--- src/rtl/rr_bus_arbiter.sv ---
// rr_bus_arbiter: N-master round-robin bus arbiter with watchdog and one-cycle dead time.
// Optional bus locking across back-to-back transactions when ARB_LOCK_EN is defined.
module rr_bus_arbiter #(
    parameter int NUM_MASTERS    = 4,
    parameter int SLAVE_SEL_W    = 2,
    parameter int TIMEOUT_CYCLES = 16
) (
    input  logic                                        clk,
    input  logic                                        rst,
    input  logic [NUM_MASTERS-1:0]                      m_request,
    input  logic [NUM_MASTERS*SLAVE_SEL_W-1:0]          m_slave_sel,
    input  logic                                        trans_done,
`ifdef ARB_LOCK_EN
    input  logic [NUM_MASTERS-1:0]                      m_lock,
`endif
    output logic [NUM_MASTERS-1:0]                      m_grant,
    output logic                                        bus_busy,
    output logic [$clog2(NUM_MASTERS+1)-1:0]            bus_grant,
    output logic [SLAVE_SEL_W-1:0]                      slave_sel,
    output logic                                        timeout_err
);
    localparam int GID_W = $clog2(NUM_MASTERS + 1);
    localparam int IDW   = $clog2(NUM_MASTERS);
    localparam int WD_W  = (TIMEOUT_CYCLES > 2) ? $clog2(TIMEOUT_CYCLES) : 1;

    typedef enum logic [1:0] {IDLE, BUSY, RELEASE} state_t;

    state_t                 state, n_state;
    logic [IDW-1:0]         last_id, n_last, cur, n_cur, sel;
    logic [WD_W-1:0]        wd, n_wd;
    logic [NUM_MASTERS-1:0] n_grant;
    logic                   n_busy, n_to, found, wd_hit, hold;
    logic [GID_W-1:0]       n_bg;
    logic [SLAVE_SEL_W-1:0] n_ss;
    logic [SLAVE_SEL_W-1:0] fld [NUM_MASTERS];
    int                     idx;

    for (genvar i = 0; i < NUM_MASTERS; i++) begin : g_fld
        assign fld[i] = m_slave_sel[i*SLAVE_SEL_W +: SLAVE_SEL_W];
    end

    assign wd_hit = (TIMEOUT_CYCLES != 0) && (wd == WD_W'(TIMEOUT_CYCLES - 1));
`ifdef ARB_LOCK_EN
    assign hold = trans_done && m_lock[cur] && m_request[cur] && !wd_hit;
`else
    assign hold = 1'b0;
`endif

    // Round-robin search starting just after the previous owner
    always_comb begin
        sel   = '0;
        found = 1'b0;
        idx   = 0;
        for (int k = 1; k <= NUM_MASTERS; k++) begin
            idx = (int'(last_id) + k) % NUM_MASTERS;
            if (!found && m_request[IDW'(idx)]) begin
                sel   = IDW'(idx);
                found = 1'b1;
            end
        end
    end

    always_comb begin
        n_state = state;
        n_grant = m_grant;
        n_busy  = bus_busy;
        n_bg    = bus_grant;
        n_ss    = slave_sel;
        n_to    = 1'b0;
        n_wd    = wd;
        n_last  = last_id;
        n_cur   = cur;
        case (state)
            IDLE: if (found) begin
                n_state = BUSY;
                n_grant = NUM_MASTERS'(1) << sel;
                n_bg    = GID_W'(sel) + GID_W'(1);
                n_busy  = 1'b1;
                n_ss    = fld[sel];
                n_wd    = '0;
                n_cur   = sel;
            end
            BUSY: if (hold) begin
                n_ss = fld[cur];
                n_wd = '0;
            end else if (trans_done || !m_request[cur] || wd_hit) begin
                n_state = RELEASE;
                n_grant = '0;
                n_busy  = 1'b0;
                n_bg    = '0;
                n_ss    = '0;
                n_last  = cur;
                n_to    = wd_hit && !trans_done && m_request[cur];
            end else begin
                n_wd = (wd == '1) ? wd : wd + WD_W'(1);
            end
            default: n_state = IDLE;
        endcase
    end

    always_ff @(posedge clk or posedge rst) begin
        if (rst) begin
            state       <= IDLE;
            m_grant     <= '0;
            bus_busy    <= 1'b0;
            bus_grant   <= '0;
            slave_sel   <= '0;
            timeout_err <= 1'b0;
            wd          <= '0;
            last_id     <= IDW'(NUM_MASTERS - 1);
            cur         <= '0;
        end else begin
            state       <= n_state;
            m_grant     <= n_grant;
            bus_busy    <= n_busy;
            bus_grant   <= n_bg;
            slave_sel   <= n_ss;
            timeout_err <= n_to;
            wd          <= n_wd;
            last_id     <= n_last;
            cur         <= n_cur;
        end
    end
endmodule

--- config.mk ---
export PLATFORM = sky130hd
export DESIGN_NAME = rr_bus_arbiter
export DESIGN_NICKNAME = d
export VERILOG_FILES = /design/src/rtl/rr_bus_arbiter.sv
export SDC_FILE = /design/constraint.sdc
export NUM_CORES = 1
export LEC_CHECK = 0
export CORE_UTILIZATION = 48
export CTS_CLUSTER_DIAMETER = 120
export CTS_CLUSTER_SIZE = 25
export DETAILED_ROUTE_END_ITERATION = 10
export PLACE_DENSITY_LB_ADDON = 0.15
export SLEW_MARGIN = 20
export SYNTH_ARGS = -nofsm -noshare
export SYNTH_HDL_FRONTEND = slang
export SYNTH_SLANG_ARGS = --single-unit
--- constraint.sdc ---
create_clock -name clk -period 2.29 [get_ports clk]
set_clock_uncertainty 0.2 [all_clocks]
set_input_delay 0.458 -clock clk [delete_from_list [all_inputs] [get_ports clk]]
set_output_delay 0.458 -clock clk [all_outputs]
set_load 0.02 [all_outputs]
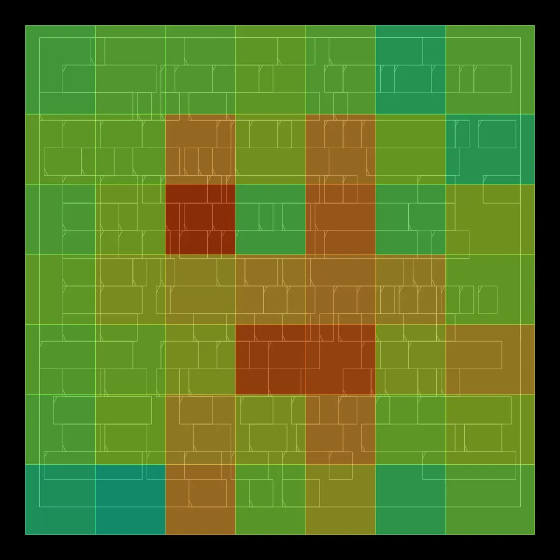
**Above:** run 1 (routing congestion map).
met1 routing resource usage after global routing: 24.7%
GR Util met3: 3.03%
met2 Use GR: 38.4%
GRT busiest layer: met2
final core occ: 68.2%

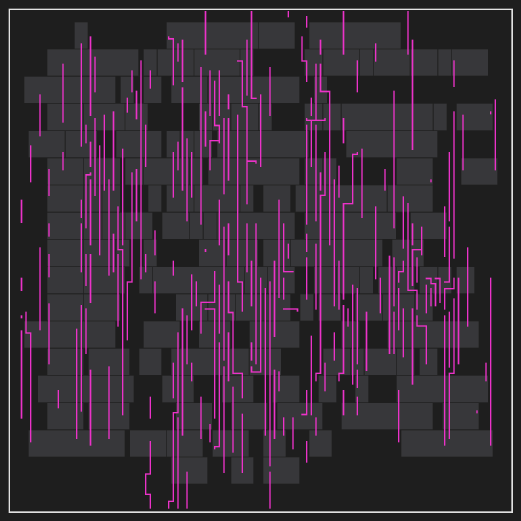
**Above:** run 1 (metal 2).
(10 px per um) Cells faint in the background.
- wire length on this layer: 1,210 um
- main direction: vertical
- nets with wire on the layer: 140
wirelength, routed: 2.36 mm
via count: 921

==> impl_metrics.py, run 1 <==
# Generated from Yosys and OpenROAD reports
metrics = {
    "global_routing": {
        "overflow": 0,
        "grt_pass1_vias": 926,
        "antenna_found_initial": 0,
        "grt_max_degree": 21,
    },
    "synthesis": {
        "edf_count": 0,
        "largest_area_cell": "dfrtp_1",
        "ys_seq_share_pct": 45.2,
        "syn-cell-area_um2": 1110,
        "adder_share_pct": 5.62,
        "area_leaders": "dfrtp_1 (40%), nand2_1 (6.1%), ha_1 (5.6%), mux2i_1 (5.4%), dfstp_2 (4.7%)",
        "yosysTopAreaCellShare_pct": 40.5,
        "postSynthAreaPerCell_um2": 10.0,
        "ys_ff": 20,
        "ys_sh_xor_pct": 0,
        "mux_share_pct": 9.45,
        "simple_gate_share_pct": 18.2,
        "netlist_top_cells_count": "dfrtp_1 (18), nand2_1 (18), nand3_1 (10), o21ai_0 (9)",
        "ys_top_logic_family": "simple AND/OR/NAND/NOR gates",
        "ys_warn_count": 0,
    },
    "final_timing": {
        "max-slew-margin-rel_pct": 70.4,
        "setup_viol": 0,
        "max_freq_ghz": 0.457,
        "hold_violations": 0,
        "worst-slew-pin-transition_ps": 444,
        "rsz0062_at_grt": "no",
    },
    "clock_network": {
        "cts_sinks": 20,
        "h-tree-depth": 1,
        "holdBufCountCts": 0,
        "numCtsBuffers": 3,
        "clkLatencyLatePin_ps": 300,
        "post_cts_buffers": 0,
        "cts_tree": "done",
        "root_buffer": "clkbuf_4",
    },
    "setup_path": {
        "reg2reg_depth": 7,
        "worst_ep_required_time_ps": 2280,
        "critPathLaunchType": "input port",
        "cp-end-kind": "register",
        "rr_endpoint": "m_grant[0]",
    },
    "placement": {
        "dpl.hpwl_mm": 1.78,
        "placed_cell_area_um2": 1460,
        "dp.cells": 171,
        "io_buffers": 25,
        "routabilityCongestion": 0.797,
    },
    "floorplanning": {
        "ios": 26,
        "die_area_um2": 2510,
        "die_h_um": 50.1,
        "fp_util_pct": 50.8,
        "core_um2": 2190,
    },
    "job": {
        "maxCapViolations": 0,
    },
    "final_layout": {
        "stdcell_area_um2": 1490,
        "ff_latch_area_um2": 503,
        "syn2layout_area_growth_pct": 34.3,
        "drive_above_1_share_pct": 17.7,
        "logic_area_um2": 564,
        "final_nets": 168,
        "diodes": 0,
    },
    "detailed_routing": {
        "drc": 0,
        "wire_per_inst_um": 13.5,
    },
    "run_status": {
        "outcome": "completed",
    },
    "pwr": {
        "p_leak_nw": 0.657,
    },
    "min_path": {
        "hold_path.class": "in -> async",
    },
}
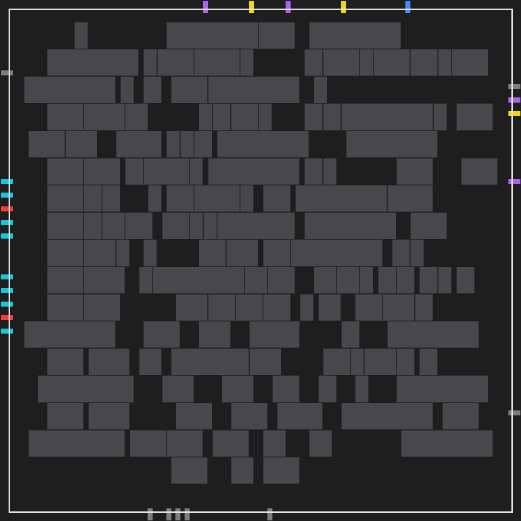
**Above:** run 1 (I/O pins on the die edge).
(10 px per um) Pins as bars across the die edge, other pins in gray.
- `bus_busy`: blue (pins 1; direction output; edge top)
- `bus_grant`: yellow (pins 3; direction output; edge 2 top, 1 right)
- `m_grant`: purple (pins 4; direction output; edge 2 top, 2 right)
- `m_slave_sel`: cyan (pins 8; direction input; edge left)
- `slave_sel`: red (pins 2; direction output; edge left)
- all pins by edge: 11 left, 5 top, 5 right, 5 bottom

-- run 1: flip-flops by register name (all words and copies together), names as in the netlist --
register and flops:
m_grant 4, slave_sel 2, bus_busy 1, bus_grant 2, timeout_err 1, last_id 2
wd 4, cur 2, state 2
-- run 1: where the power goes --
group          internal (mW)  leakage (nW)  switching [mW]  total (mW)
clock                 0.0969        0.0210           0.107       0.204
sequential             0.489         0.252           0.106       0.595
combinational          0.440         0.384           0.474       0.914
total                   1.03         0.657           0.688        1.71
-- run 1: worst max-delay path, stage by stage --
cell	delay (ps)
clkdlybuf4s50_1	560
nand2b_1	110
a21boi_1	150
o21ai_2	380
inv_1	150
ha_1	230
nand2_1	60
o21ai_0	80
-- run 1: final cells by class --
type | count | share of cell area, %
inverter | 6 | 1.51
multi-input combinational | 81 | 37.8
timing repair buffer | 36 | 22.3
tap | 28 | 2.35
clock buffer | 4 | 2.43
sequential | 20 | 33.7
-- run 1: through the flow --
step	setup WS (ps)	utilization, %	hold slack (ps)
after floorplan	448	-	220
after global placement	-71.9	66.5	304
after detailed placement	-198	66.5	321
after CTS	128	68.2	281
after global routing	43.3	68.2	291
final	99.8	68.2	275
-- run 1: worst max-delay path by stage --
stage               cells after the start         start           end
finish                                  8  m_request[3]    m_grant[0]
global placement                        8  m_request[2]    m_grant[0]
CTS                                     8  m_request[2]    m_grant[0]
detailed placement                      8  m_request[2]    m_grant[0]
floorplan                               6    last_id[0]  bus_grant[1]
global route                            8  m_request[3]    m_grant[2]
-- run 1: per-layer routing --
layer / part of all wire, % / GRT usage [%]
met1: 44 / 24.7
met2: 51 / 38.4
met3: 3.3 / 3.03
met4: 1.1 / 8.57
met5: 0 / 0
**Run 1: the metal 3 layer**

(10 px per um) Cells faint in the background.
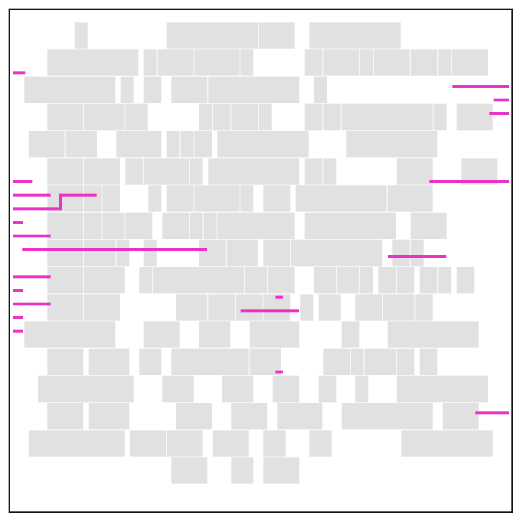

==> run 2, diff against run 1 <==
--- a/config.mk
+++ b/config.mk
@@ -5,6 +5,7 @@
 export SDC_FILE = /design/constraint.sdc
 export NUM_CORES = 1
 export LEC_CHECK = 0
+export CORE_MARGIN = 8
 export CORE_UTILIZATION = 48
 export CTS_CLUSTER_DIAMETER = 120
 export CTS_CLUSTER_SIZE = 25
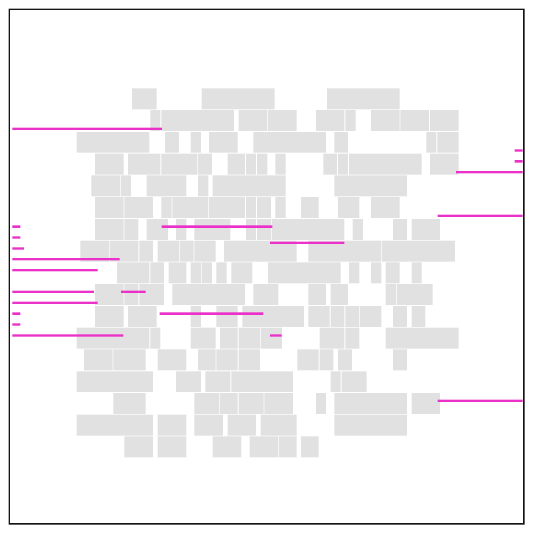
**Above:** run 2 (the metal 3 layer).
(8 px per um) Cells faint in the background.
- nets with wire on the layer: 18
- share of all routed wire: 5.9%
- main direction: horizontal
- longest straight run: 18.4 um
- wire length on this layer: 149 um

==> impl_metrics.py, run 2 <==
# Generated from Yosys and OpenROAD reports
metrics = {
    "final_timing": {
        "fin_setup_tns_ps": 0,
        "worst-slew-pin-transition_ps": 421,
        "setup_slack_ps": 200,
        "hold_violations": 0,
        "max_freq_ghz": 0.479,
        "max-slew-margin-rel_pct": 71.9,
        "hold_slack_ps": 256,
        "rsz0062_at_grt": "no",
        "setup_viol": 0,
    },
    "run_status": {
        "outcome": "completed",
    },
    "setup_path": {
        "worst_ep_required_time_ps": 2300,
        "r2r-start": "last_id[1]",
        "critPathLaunchType": "input port",
        "worstSetupStartpoint": "m_request[2]",
        "reg2reg_depth": 7,
        "endpoint": "m_grant[0]",
        "rr_endpoint": "m_grant[0]",
        "cp-end-kind": "register",
    },
    "final_layout": {
        "logic_area_um2": 564,
        "ff_latch_area_um2": 503,
        "diodes": 0,
        "syn2layout_area_growth_pct": 33.6,
        "fill_cells": 178,
        "final_core_util_pct": 67.2,
        "stdcell_area_um2": 1490,
        "final_nets": 167,
        "final_layout_top_logic_cells": "clkdlybuf4s50_1 (25), nand2_1 (18), dfrtp_1 (18)",
        "layoutNonFillerInstCount": 174,
        "reg_top3": "m_grant (4), wd (4)",
        "drive_above_1_share_pct": 17.1,
    },
    "clock_network": {
        "holdBufCountCts": 0,
        "root_buffer": "clkbuf_4",
        "cts_sinks": 20,
        "cts_tree": "done",
        "clk_pin_slew_worst_paths_ps": 110,
        "h-tree-depth": 1,
        "post_cts_buffers": 0,
        "numCtsBuffers": 3,
        "clkLatencyLatePin_ps": 310,
    },
    "placement": {
        "dpl.hpwl_mm": 1.96,
        "routabilityCongestion": 0.868,
        "place_worst_setup_slack_ps": -128,
        "dp.cells": 170,
        "placed_cell_area_um2": 1450,
        "io_buffers": 25,
    },
    "synthesis": {
        "edf_count": 0,
        "syn-cell-area_um2": 1110,
        "largest_area_cell": "dfrtp_1",
        "ys_ff": 20,
        "area_leaders": "dfrtp_1 (40%), nand2_1 (6.1%), ha_1 (5.6%), mux2i_1 (5.4%), dfstp_2 (4.7%)",
        "yosysTopAreaCellShare_pct": 40.5,
        "ys_warn_count": 0,
        "ys_seq_share_pct": 45.2,
        "netlist_top_cells_count": "dfrtp_1 (18), nand2_1 (18), nand3_1 (10), o21ai_0 (9)",
        "postSynthAreaPerCell_um2": 10.0,
    },
    "detailed_routing": {
        "drc": 0,
        "wl_mm": 2.53,
        "vias": 923,
        "ant_nets": 0,
        "first_pass_iters": 4,
        "wire_per_inst_um": 14.5,
    },
    "global_routing": {
        "grt_pass1_vias": 1058,
        "grt_pass1_wl_mm": 4.63,
        "grt_max_degree": 21,
        "antenna_found_initial": 0,
        "overflow": 0,
    },
    "floorplanning": {
        "ios": 26,
        "die_area_um2": 4110,
        "fp_util_pct": 50.3,
        "die_h_um": 64.1,
        "core_um2": 2210,
        "die_w_um": 64.1,
    },
    "pwr": {
        "p_leak_nw": 0.653,
    },
    "min_path": {
        "hold_path.class": "in -> async",
    },
    "job": {
        "maxCapViolations": 0,
        "warnings": 29,
    },
}
run 2: netlist changes by cell type in the layout (fill, tap and decap cells not counted):
cell / change
buf_4: -1
run 2: layout make-up:
cell class | instances | share of cell area [%]
clock buffers | 4 | 2.44
inverters | 6 | 1.52
multi-input cells | 81 | 38.0
flip-flops and latches | 20 | 33.8
well taps | 28 | 2.36
repair buffers | 35 | 21.9
run 2: metal layers:
layer	wire [um]	global-route usage, %	up-vias	share of wire, %
met5	0	0	-	0
met4	36	4.90	0	1.4
met3	148	5.75	5	5.8
met2	1310	24.7	21	52
met1	1040	14.2	441	41
li1	-	-	456	-
run 2: cell families after synthesis:
logic type	Yosys count	synth area share, %
adder cells (fa/ha/maj)	5	5.62
buffers and inverters	10	4.05
flip-flops	20	45.2
AND-OR/OR-AND	24	17.4
multiplexers	10	9.45
AND/OR/NAND/NOR	42	18.2
run 2: how the worst min path moves through the flow:
stage,startpoint,endpoint,slack [ps],cells after the start
floorplan,rst,bus_busy,220,1
global route,rst,wd[0],290,3
global placement,wd[1],wd[1],310,2
detailed placement,wd[3],wd[3],320,1
CTS,rst,m_grant[2],260,3
finish,rst,bus_busy,260,3
run 2: worst max-delay path, cell delays in order:
cell and delay, ps:
clkdlybuf4s50_1 460, nand2b_1 180, a21boi_1 140, o21ai_2 360
inv_1 150, ha_1 230, nand2_1 50, o21ai_0 70
run 2: report_power, final:
| part | switching [mW] | internal, mW |
|---|---|---|
| Sequential | 0.104 | 0.489 |
| Clock | 0.114 | 0.0972 |
| Combinational | 0.482 | 0.440 |
| Total | 0.701 | 1.03 |
Power is estimated from default activity; no workload was simulated.
